Figure 1. Routing congestion (run 1).
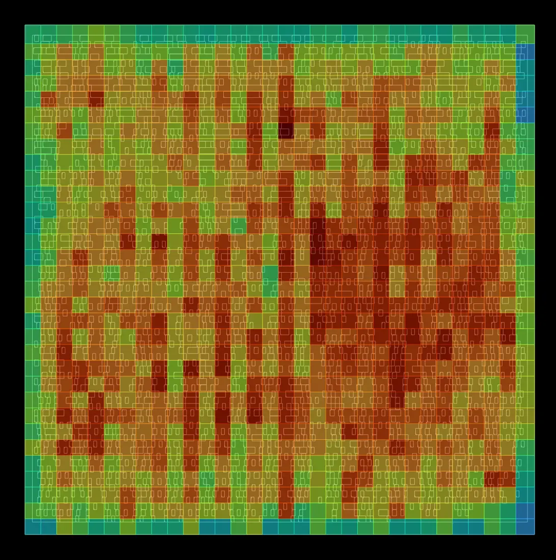
Figure 2. The metal 1 layer (run 1).
Supply wires on this layer in grey. Cells faint in the background.
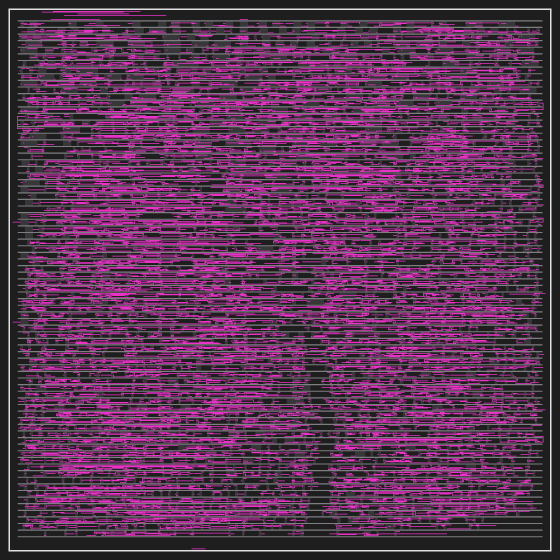
Figure 3. Where the registers sit (run 1).
Other sequential cells in the stronger grey, the rest of the logic in the fainter grey.
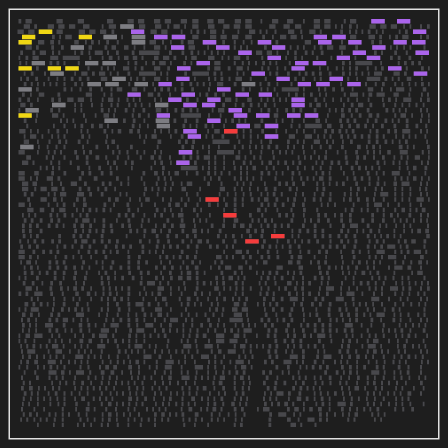
$ cat src/rtl/acc_writeback.sv
`default_nettype none
// ============================================================================
// Module      : acc_writeback
// Description : Captures a completed accumulator row and requantizes each
//               element with optional ReLU, a rounding arithmetic right shift
//               and signed saturation. It then writes the elements to the
//               unified buffer, one per cycle, at consecutive addresses.
// Revision    : 1.0 - initial release
// ============================================================================
module acc_writeback #(
    parameter int N      = 2,
    parameter int ACC_W  = 32,
    parameter int OUT_W  = 8,
    parameter int ADDR_W = 8
) (
    input  logic                clk,
    input  logic                reset,
    input  logic                row_valid,
    input  logic [N*ACC_W-1:0]  row_data,
    input  logic                relu_en,
    input  logic [4:0]          shift,
    input  logic [ADDR_W-1:0]   base_addr,
    output logic                row_ready,
    output logic                busy,
    output logic                wr_en,
    output logic [ADDR_W-1:0]   wr_addr,
    output logic [OUT_W-1:0]    wr_data,
    input  logic                wr_ready,
    output logic                done
);

    localparam int IDX_W = (N > 1) ? $clog2(N) : 1;

    localparam logic [1:0] c_idle  = 2'd0;
    localparam logic [1:0] c_write = 2'd1;
    localparam logic [1:0] c_done  = 2'd2;

    localparam logic [IDX_W-1:0] c_last_idx = IDX_W'(N - 1);

    // Saturation bounds, expressed in the widened ACC_W+1 arithmetic domain
    localparam logic signed [ACC_W:0] c_sat_max = (ACC_W+1)'((1 << (OUT_W - 1)) - 1);
    localparam logic signed [ACC_W:0] c_sat_min = -c_sat_max - (ACC_W+1)'(1);

    logic [1:0]          r_state;
    logic [IDX_W-1:0]    r_idx;
    logic [N*ACC_W-1:0]  r_row;
    logic                r_relu;
    logic [4:0]          r_shift;
    logic [ADDR_W-1:0]   r_base;
    logic                r_wr_en;
    logic [ADDR_W-1:0]   r_wr_addr;
    logic [OUT_W-1:0]    r_wr_data;
    logic                r_done;

    logic [1:0]          w_state_nxt;
    logic [IDX_W-1:0]    w_idx_nxt;
    logic [IDX_W-1:0]    w_idx_inc;
    logic                w_wr_en_nxt;
    logic [ADDR_W-1:0]   w_wr_addr_nxt;
    logic [OUT_W-1:0]    w_wr_data_nxt;
    logic                w_done_nxt;
    logic                w_capture;

    logic [ACC_W-1:0]    w_elem [N];

    // Split the captured row into individually addressable elements
    generate
        for (genvar gi = 0; gi < N; gi++) begin : g_unpack
            assign w_elem[gi] = r_row[gi*ACC_W +: ACC_W];
        end
    endgenerate

    // Requantize one element. One extra bit of headroom keeps the rounding
    // add from overflowing at the positive extreme of the accumulator range.
    function automatic logic [OUT_W-1:0] f_quant(
        input logic [ACC_W-1:0] x,
        input logic             relu,
        input logic [4:0]       sh
    );
        logic signed [ACC_W:0] v;
        logic signed [ACC_W:0] rnd;
        logic signed [ACC_W:0] y;
        v = {x[ACC_W-1], x};
        if (relu && v[ACC_W]) begin
            v = '0;
        end
        if (sh != 5'd0) begin
            rnd = (ACC_W+1)'(1) << (sh - 5'd1);
            y   = (v + rnd) >>> sh;
        end else begin
            y = v;
        end
        if (y > c_sat_max) begin
            f_quant = c_sat_max[OUT_W-1:0];
        end else if (y < c_sat_min) begin
            f_quant = c_sat_min[OUT_W-1:0];
        end else begin
            f_quant = y[OUT_W-1:0];
        end
    endfunction

    assign w_idx_inc = r_idx + IDX_W'(1);

    // Next-state and next-output decode; write port values are precomputed so
    // every output comes straight from a register.
    always_comb begin
        w_state_nxt   = r_state;
        w_idx_nxt     = r_idx;
        w_wr_en_nxt   = r_wr_en;
        w_wr_addr_nxt = r_wr_addr;
        w_wr_data_nxt = r_wr_data;
        w_done_nxt    = 1'b0;
        w_capture     = 1'b0;
        case (r_state)
            c_idle: begin
                if (row_valid) begin
                    w_capture     = 1'b1;
                    w_state_nxt   = c_write;
                    w_idx_nxt     = '0;
                    w_wr_en_nxt   = 1'b1;
                    w_wr_addr_nxt = base_addr;
                    w_wr_data_nxt = f_quant(row_data[ACC_W-1:0], relu_en, shift);
                end
            end
            c_write: begin
                if (wr_ready) begin
                    if (r_idx == c_last_idx) begin
                        w_state_nxt = c_done;
                        w_wr_en_nxt = 1'b0;
                        w_done_nxt  = 1'b1;
                    end else begin
                        w_idx_nxt     = w_idx_inc;
                        w_wr_addr_nxt = r_base + ADDR_W'(w_idx_inc);
                        w_wr_data_nxt = f_quant(w_elem[w_idx_inc], r_relu, r_shift);
                    end
                end
            end
            c_done: begin
                w_state_nxt = c_idle;
            end
            default: begin
                w_state_nxt = c_idle;
                w_wr_en_nxt = 1'b0;
            end
        endcase
    end

    // Control and write-port registers
    always_ff @(posedge clk) begin
        if (reset) begin
            r_state   <= c_idle;
            r_idx     <= '0;
            r_wr_en   <= 1'b0;
            r_wr_addr <= '0;
            r_wr_data <= '0;
            r_done    <= 1'b0;
        end else begin
            r_state   <= w_state_nxt;
            r_idx     <= w_idx_nxt;
            r_wr_en   <= w_wr_en_nxt;
            r_wr_addr <= w_wr_addr_nxt;
            r_wr_data <= w_wr_data_nxt;
            r_done    <= w_done_nxt;
        end
    end

    // Row and per-row settings are frozen at acceptance for the whole row
    always_ff @(posedge clk) begin
        if (reset) begin
            r_row   <= '0;
            r_relu  <= 1'b0;
            r_shift <= '0;
            r_base  <= '0;
        end else if (w_capture) begin
            r_row   <= row_data;
            r_relu  <= relu_en;
            r_shift <= shift;
            r_base  <= base_addr;
        end
    end

    assign row_ready = (r_state == c_idle);
    assign busy      = (r_state != c_idle);
    assign wr_en     = r_wr_en;
    assign wr_addr   = r_wr_addr;
    assign wr_data   = r_wr_data;
    assign done      = r_done;

endmodule
`default_nettype wire

$ cat config.mk
export PLATFORM = sky130hd
export DESIGN_NAME = acc_writeback
export DESIGN_NICKNAME = d
export VERILOG_FILES = /design/src/rtl/acc_writeback.sv
export SDC_FILE = /design/constraint.sdc
export NUM_CORES = 1
export LEC_CHECK = 0
export ABC_AREA = 1
export CAP_MARGIN = 10
export CELL_PAD_IN_SITES_DETAIL_PLACEMENT = 2
export CELL_PAD_IN_SITES_GLOBAL_PLACEMENT = 2
export CORE_MARGIN = 3
export CORE_UTILIZATION = 33
export CTS_CLUSTER_SIZE = 8
export DETAILED_ROUTE_END_ITERATION = 12
export PLACE_DENSITY_LB_ADDON = 0.1
export SETUP_SLACK_MARGIN = 0.05
export SLEW_MARGIN = 20
export SYNTH_ARGS = -nofsm -noshare
export SYNTH_HDL_FRONTEND = slang
export SYNTH_SLANG_ARGS = --single-unit
$ cat constraint.sdc
create_clock -name clk -period 9.05 [get_ports clk]
set_clock_uncertainty 0.2 [all_clocks]
set_input_delay 1.81 -clock clk [delete_from_list [all_inputs] [get_ports clk]]
set_output_delay 1.81 -clock clk [all_outputs]
set_load 0.005 [all_outputs]
==> results.toml, run 1 <==
# flow metrics
[die]
coreArea_mm2 = 0.0458
num_rows = 78
tap_cells = 600
fp.dieH_um = 222
fp_util = 0.337
die_area_mm2 = 0.0493
ios = 102
die_width_um = 222

[cells_and_area]
largest_register = "r_row"
clkCellAreaFrac = 0.0190
final_cell_mix = "921 x nand2_1, 555 x nand3_1, 411 x inv_1"
final_cell_count_no_fill = 3655
nets = 3200
nMultiInputCombCells = 2367
antenna_cells = 0
dominant_cells = "logic gates"
num-fill-cells = 6132
layout.non_clock_inverters = 446
drive_above_1_share = 0.0524
buffers = 127

[synth]
synth_warnings = 0
ys.flops = 99
synth_cells = 3036
synth_area_mm2 = 0.0154
synth_area_leader_cell = "nand2_1"
synth.distinct_cells = 48
top_cell_area_share = 0.224
simple_gate_area_frac = 0.553
synth-area-yosys_mm2 = 0.0154
synth_nets = 3186
synth-main-ff-cell = "dfxtp_1"
synthTopCellsByCount = "921 x nand2_1, 555 x nand3_1, 413 x inv_1"
ys_sh_aoi = 0.107
async_flop_share = 0
adder_share = 0.0562

[critical_path]
crit_start = "shift[0]"
worstPathArrival_ps = 7420
crit_family = "simple AND/OR/NAND/NOR gates"
critPathRequiredTime_ps = 9080
ff2ff_setup_slack_ps = 2600
endpoint = "wr_data[5]"
reg2reg_depth = 40
critPathLaunchType = "input pin"
cp_max_fo = 10
cp_common_cell = "nand2_1"
max_stage_delay_ps = 610
crit_slowest_cell = "clkdlybuf4s50_1"
r2r-end = "wr_data[3]"
crit_path_end_kind = "flip-flop"

[global_routing]
grt_pass1_wl_um = 129000
globalRouteMet2Util = 0.615
grt_pass1_vias = 21700
grt_util_met1 = 0.392
grt.busiest_layer = "met2"
overflow = 0

[sta]
whs_ps = 262
slew-limit-headroom = 0.289
hold_viol_final = 0
worst_pin_slew_ps = 1060
layout_setup_ws_ps = 1660
finalSetupTns_ps = 0
fmax_ghz = 0.135
period_minus_slack_ps = 7390

[power]
power.internal_uw = 1320
vdd_ir_drop_max_mv = 0.0834
powerComb_uw = 1880
powerClk_uw = 443
leakagePower_uw = 0.00920
swShare = 0.547
combPwrFrac = 0.647
seqPwrFrac = 0.200
clkPwrFrac = 0.152

[cts]
clock-sinks = 99
path_clk_slew_ps = 80
post_cts_buffers = 0
ctsRootBufferMaster = "clkbuf_16"
cts_buffer_depth = 2
ctsResizeCount = 0
clk_latency_ps = 370
cts_buffers = 9

[drt]
remaining_drc_errors = 0
vias_per_cell = 5.54
post_drt_wl_per_cell_um = 23.0
wl_met2_um = 42700
drtIter0Drc = 1268
routed.top_layer = "met4"
first_pass_iters = 5
drt-met1-wl_um = 34800

[outcome]
status = "completed"

[worst_hold_path]
min_from = "r_row[1]"
hold_path_end = "r_row[1]"
holdPathStages = 2
hp-class = "reg2reg"

[place]
portBuffers = 101
place_congestion = 0.935
dp_cells = 3639

[run]
tool_warnings = 28
max-cap-violations = 0
-- Figure 1 (at the start) --
M3 GR Usage: 0.0224
Finished Core Util: 0.375

-- Figure 2 (at the start) --
longest straight run: 89.2 um
share of all routed wire: 41%
wire length on this layer: 34.8 mm

-- Figure 3 (at the start) --
| name in the netlist | colour | flops |
|---|---|---|
| r_row | purple | 64 |
| r_shift | red | 5 |
| wr_addr | yellow | 8 |
not coloured: 22
Seq area share: 0.115
register area: 0.00198 mm2
P_seq: 584 uW

Figure 4. Met2 routing (run 1).
Cells faint in the background.
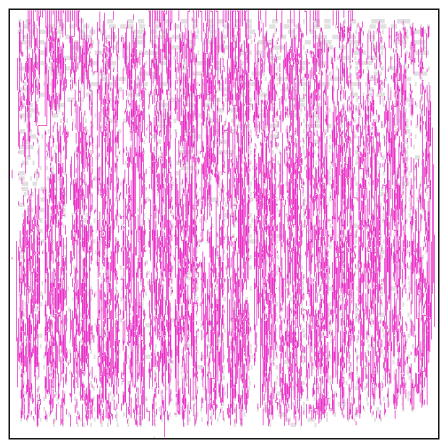

==> run 2, diff against run 1 <==
- CORE_UTILIZATION: 33 -> 28
- clock period: 9.05 -> 5.9 ns (I/O delays scaled with it)
Figure 5. Met2 routing (run 2).
Cells faint in the background.
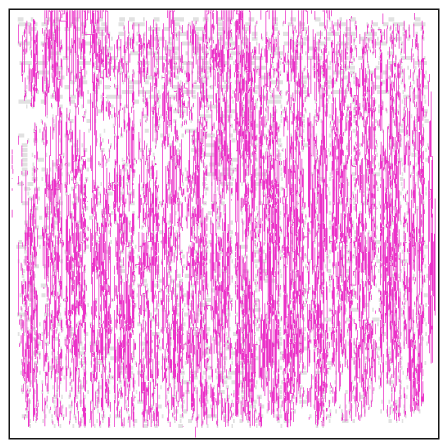
main direction: vertical
share of all routed wire: 50%
nets with wire on the layer: 3,117
longest straight run: 108 um
wire length on this layer: 45.7 mm
met2 Track Usage GR: 0.557
routed wire length: 90,900 um
via count: 21,000

Figure 6. The metal 1 layer (run 2).
Supply wires on this layer in grey. Cells faint in the background.
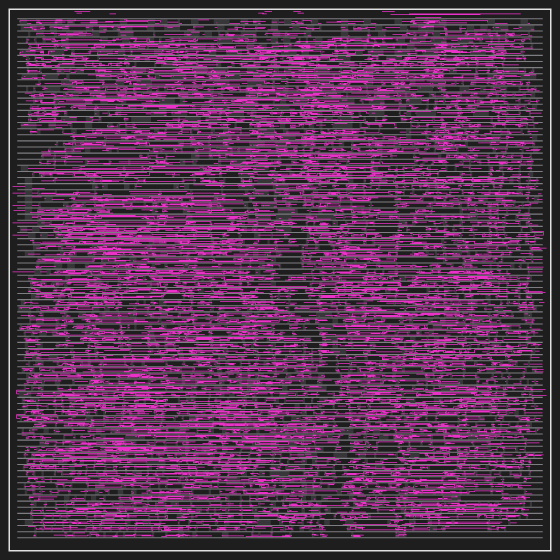
share of all routed wire: 42%
nets with wire on the layer: 3,315
wire length on this layer: 38.4 mm
longest straight run: 79.1 um
GR Util met1: 0.365

==> run 2 against run 1 <==
Synthesized area is the same. Clock power grew about 40%. Register-to-register slack lost 2300 ps. Sequential share of layout area shrank 1.5 points. Cell count grew 8.7%. Critical path type is now reg2reg.
==> results.toml, run 2 <==
# flow metrics
[place]
portBuffers = 101
place_congestion = 0.937
dp_cells = 3945
placed_cell_area_mm2 = 0.0186

[critical_path]
critPathLaunchType = "flip-flop"
crit_path_end_kind = "flip-flop"
worstPathArrival_ps = 5660
ff2ff_setup_slack_ps = 270
r2r-end = "wr_data[1]"
reg2reg_depth = 34
crit_slowest_cell = "dfxtp_1"
max_stage_delay_ps = 390
crit_family = "simple AND/OR/NAND/NOR gates"
endpoint = "wr_data[1]"
critPathRequiredTime_ps = 5920
crit_start = "r_idx"
cp_max_fo = 31
cp_common_cell = "nand2_1"

[cts]
clk_latency_ps = 370
cts_buffers = 9
ctsRootBufferMaster = "clkbuf_16"
clock-sinks = 99
post_cts_buffers = 0
cts_buffer_depth = 2
ctsResizeCount = 13

[cells_and_area]
num-fill-cells = 7052
buffers = 350
antenna_cells = 0
clkCellAreaFrac = 0.0149
largest_register = "r_row"
final_cell_count_no_fill = 3974
nMultiInputCombCells = 2367
dominant_cells = "logic gates"
final_cell_mix = "882 x nand2_1, 506 x nand3_1, 410 x inv_1"
layout.non_clock_inverters = 446
nets = 3423
drive_above_1_share = 0.163
final_core_util = 0.364

[sta]
period_minus_slack_ps = 5630
fmax_ghz = 0.178
finalSetupTns_ps = 0
layout_setup_ws_ps = 266
worst_pin_slew_ps = 1070
slew-limit-headroom = 0.281
hold_viol_final = 0

[synth]
synth-main-ff-cell = "dfxtp_1"
simple_gate_area_frac = 0.553
async_flop_share = 0
synth_cells = 3036
synth_area_mm2 = 0.0154
ys.flops = 99
synth_warnings = 0
synth_area_leader_cell = "nand2_1"
top_cell_area_share = 0.224
ys_sh_aoi = 0.107
synth.distinct_cells = 48
synthTopCellsByCount = "921 x nand2_1, 555 x nand3_1, 413 x inv_1"
adder_share = 0.0562
synth-area-yosys_mm2 = 0.0154

[worst_hold_path]
holdPathStages = 2
hp-class = "reg2reg"
min_from = "r_row[1]"
hold_path_end = "r_row[1]"

[drt]
drt-met1-wl_um = 38400
vias_per_cell = 5.27
post_drt_wl_per_cell_um = 22.9
routed.top_layer = "met4"
remaining_drc_errors = 0
wl_met2_um = 45700
drtIter0Drc = 1031
first_pass_iters = 5

[global_routing]
grt_pass1_vias = 22700
overflow = 0
grt.busiest_layer = "met2"
grt_use_met3 = 0.0217

[power]
p_seq_uw = 902
leakagePower_uw = 0.0105
clkPwrFrac = 0.132
combPwrFrac = 0.676
powerComb_uw = 3170
seqPwrFrac = 0.192
power.internal_uw = 2140
vdd_ir_drop_max_mv = 0.192
powerClk_uw = 621
swShare = 0.545

[outcome]
status = "completed"

[die]
coreArea_mm2 = 0.0541
tap_cells = 696
num_rows = 85
ios = 102
fp.dieH_um = 241
die_width_um = 241
fp_util = 0.285
die_area_mm2 = 0.0579

[run]
max-cap-violations = 0
tool_warnings = 26
Figure 7. Port wiring (run 2).
The bar under the picture is 50 um long.
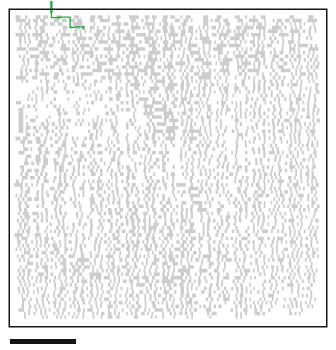
| port | colour | bits | direction | end cells | buffers | wire |
|---|---|---|---|---|---|---|
| row_ready | green | 1 | output | 1 | 1 | 41.4 um |

==> run 3, diff against run 2 <==
- RECOVER_POWER: unset -> 50
Figure 8. The metal 1 layer (run 3).
Supply wires on this layer in grey. Cells faint in the background.
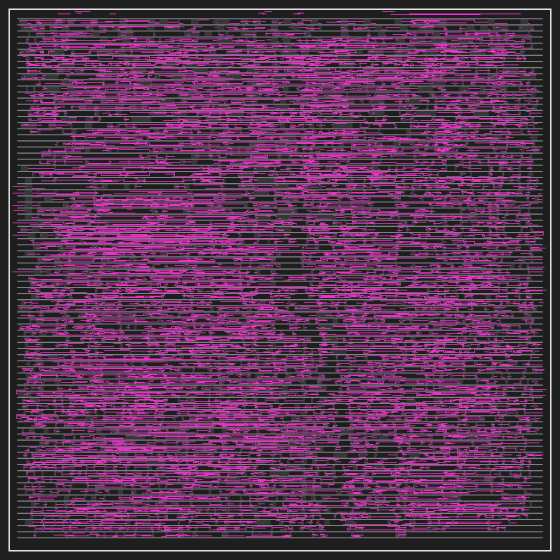
nets with wire on the layer: 3,315
share of all routed wire: 42%
main direction: horizontal
wire length on this layer: 38.2 mm

Figure 9. Met2 routing (run 3).
Cells faint in the background.
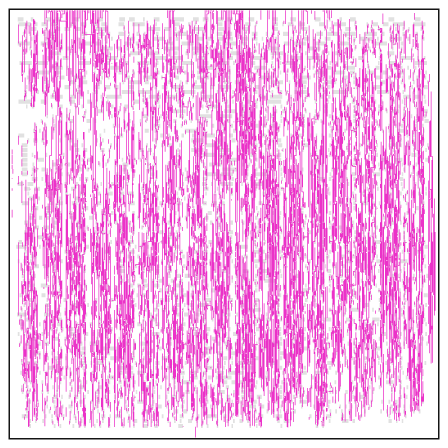
nets with wire on the layer: 3,122
longest straight run: 104 um
routed wire length: 90,900 um
via count: 21,000

==> run 3 against run 2 <==
The run now ends with capacitance limit, slew limit left. Worst hold slack better by 2.2 ps. Wire length hardly changed. Total power is 0.31% lower. Count of clock-buffer cells in the layout stayed put. Synthesized area stayed put. Setup slack worse by 34 ps.
==> results.toml, run 3 <==
# flow metrics
[drt]
routed.top_layer = "met4"
wl_met2_um = 45700
first_pass_iters = 7
vias_per_cell = 5.28
post_drt_wl_per_cell_um = 22.9
drtIter0Drc = 993
drt-met1-wl_um = 38200
remaining_drc_errors = 0

[synth]
synth-main-ff-cell = "dfxtp_1"
synth_area_mm2 = 0.0154
synth-area-yosys_mm2 = 0.0154
synth_warnings = 0
simple_gate_area_frac = 0.553
synth_cells = 3036
adder_share = 0.0562
synthTopCellsByCount = "921 x nand2_1, 555 x nand3_1, 413 x inv_1"
ys.flops = 99
async_flop_share = 0
synth.distinct_cells = 48
ys_sh_aoi = 0.107
top_cell_area_share = 0.224
area_leaders = "nand2_1 22%, nand3_1 18%, dfxtp_1 13%"
ys_sh_xor = 0.00625
synth_nets = 3186
synth_area_leader_cell = "nand2_1"
yosys_cells = 3036

[global_routing]
overflow = 0
grt.busiest_layer = "met2"
grt_util_met1 = 0.365
grt_pass1_vias = 22700
globalRouteMet2Util = 0.557
grt_pass1_wl_um = 135000

[die]
fp.dieH_um = 241
coreArea_mm2 = 0.0541
num_rows = 85
die_width_um = 241
die_area_mm2 = 0.0579
tap_cells = 696
fp_util = 0.285
ios = 102

[outcome]
violations = "capacitance limit, slew limit"
status = "complete, but fails checks"

[critical_path]
crit_buf_inv = 6
cp_common_cell = "nand2_1"
crit_slowest_cell = "dfxtp_1"
critPathRequiredTime_ps = 5930
r2r_start = "r_idx"
path_depth = 34
max_stage_delay_ps = 400
crit_start = "r_idx"
criticalPathCategory = "reg2reg"
ff2ff_setup_slack_ps = 230
crit_family = "simple AND/OR/NAND/NOR gates"
worstPathArrival_ps = 5690
r2r-end = "wr_data[1]"
reg2reg_depth = 34
crit_path_end_kind = "flip-flop"
critPathLaunchType = "flip-flop"
cp_max_fo = 31
endpoint = "wr_data[1]"

[place]
dp_hpwl_um = 77300
portBuffers = 101
dp_cells = 3945
place_congestion = 0.937
placed_cell_area_mm2 = 0.0186

[power]
clkPwrFrac = 0.133
leakagePower_uw = 0.0105
power.internal_uw = 2130
power.group.top = "combinational logic"
switchingPower_uw = 2560
powerClk_uw = 621
p_seq_uw = 900
p_total_uw = 4680
seqPwrFrac = 0.192
vdd_ir_drop_max_mv = 0.193
powerComb_uw = 3160
combPwrFrac = 0.675
swShare = 0.546

[sta]
finalSetupTns_ps = 0
finalSetupViolations = 0
period_minus_slack_ps = 5670
hold_viol_final = 0
worst_pin_slew_ps = 1770
slew-limit-headroom = -0.177
layout_setup_ws_ps = 232
fmax_ghz = 0.176
drv_slew = 156

[cells_and_area]
clkCellAreaFrac = 0.0149
layout.non_clock_inverters = 446
nets = 3423
dominant_cells = "logic gates"
final_core_util = 0.364
antenna_cells = 0
num-fill-cells = 7052
nMultiInputCombCells = 2367
drive_above_1_share = 0.161
largest_reg_flops = 64
final_cell_count_no_fill = 3974
largest_register = "r_row"
final_cell_mix = "882 x nand2_1, 506 x nand3_1, 412 x inv_1"
buffers = 350

[run]
tool_warnings = 26
max-cap-violations = 3

[worst_hold_path]
min_from = "r_row[1]"
holdPathStages = 2
hp-class = "reg2reg"
hold_path_end = "r_row[1]"

[cts]
cts_buffers = 9
ctsRootBufferMaster = "clkbuf_16"
cts_buffer_depth = 2
post_cts_buffers = 0
clock-sinks = 99
ctsResizeCount = 13
clk_latency_ps = 370
Figure 10. Routing congestion (run 3).
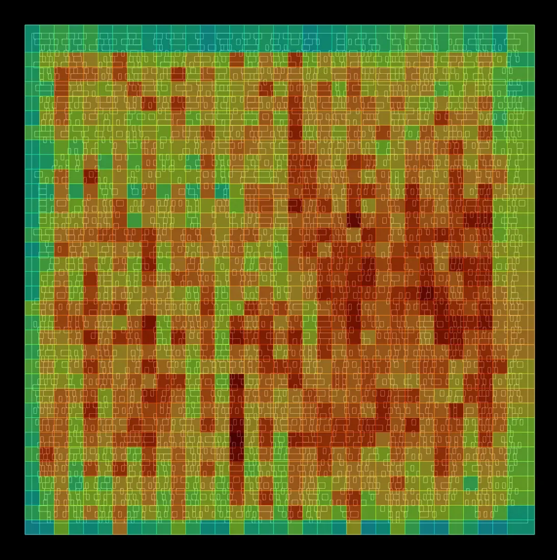
All-Layer GR Usage: 0.306
M3 GR Usage: 0.0217

Power is estimated from default activity; no workload was simulated.
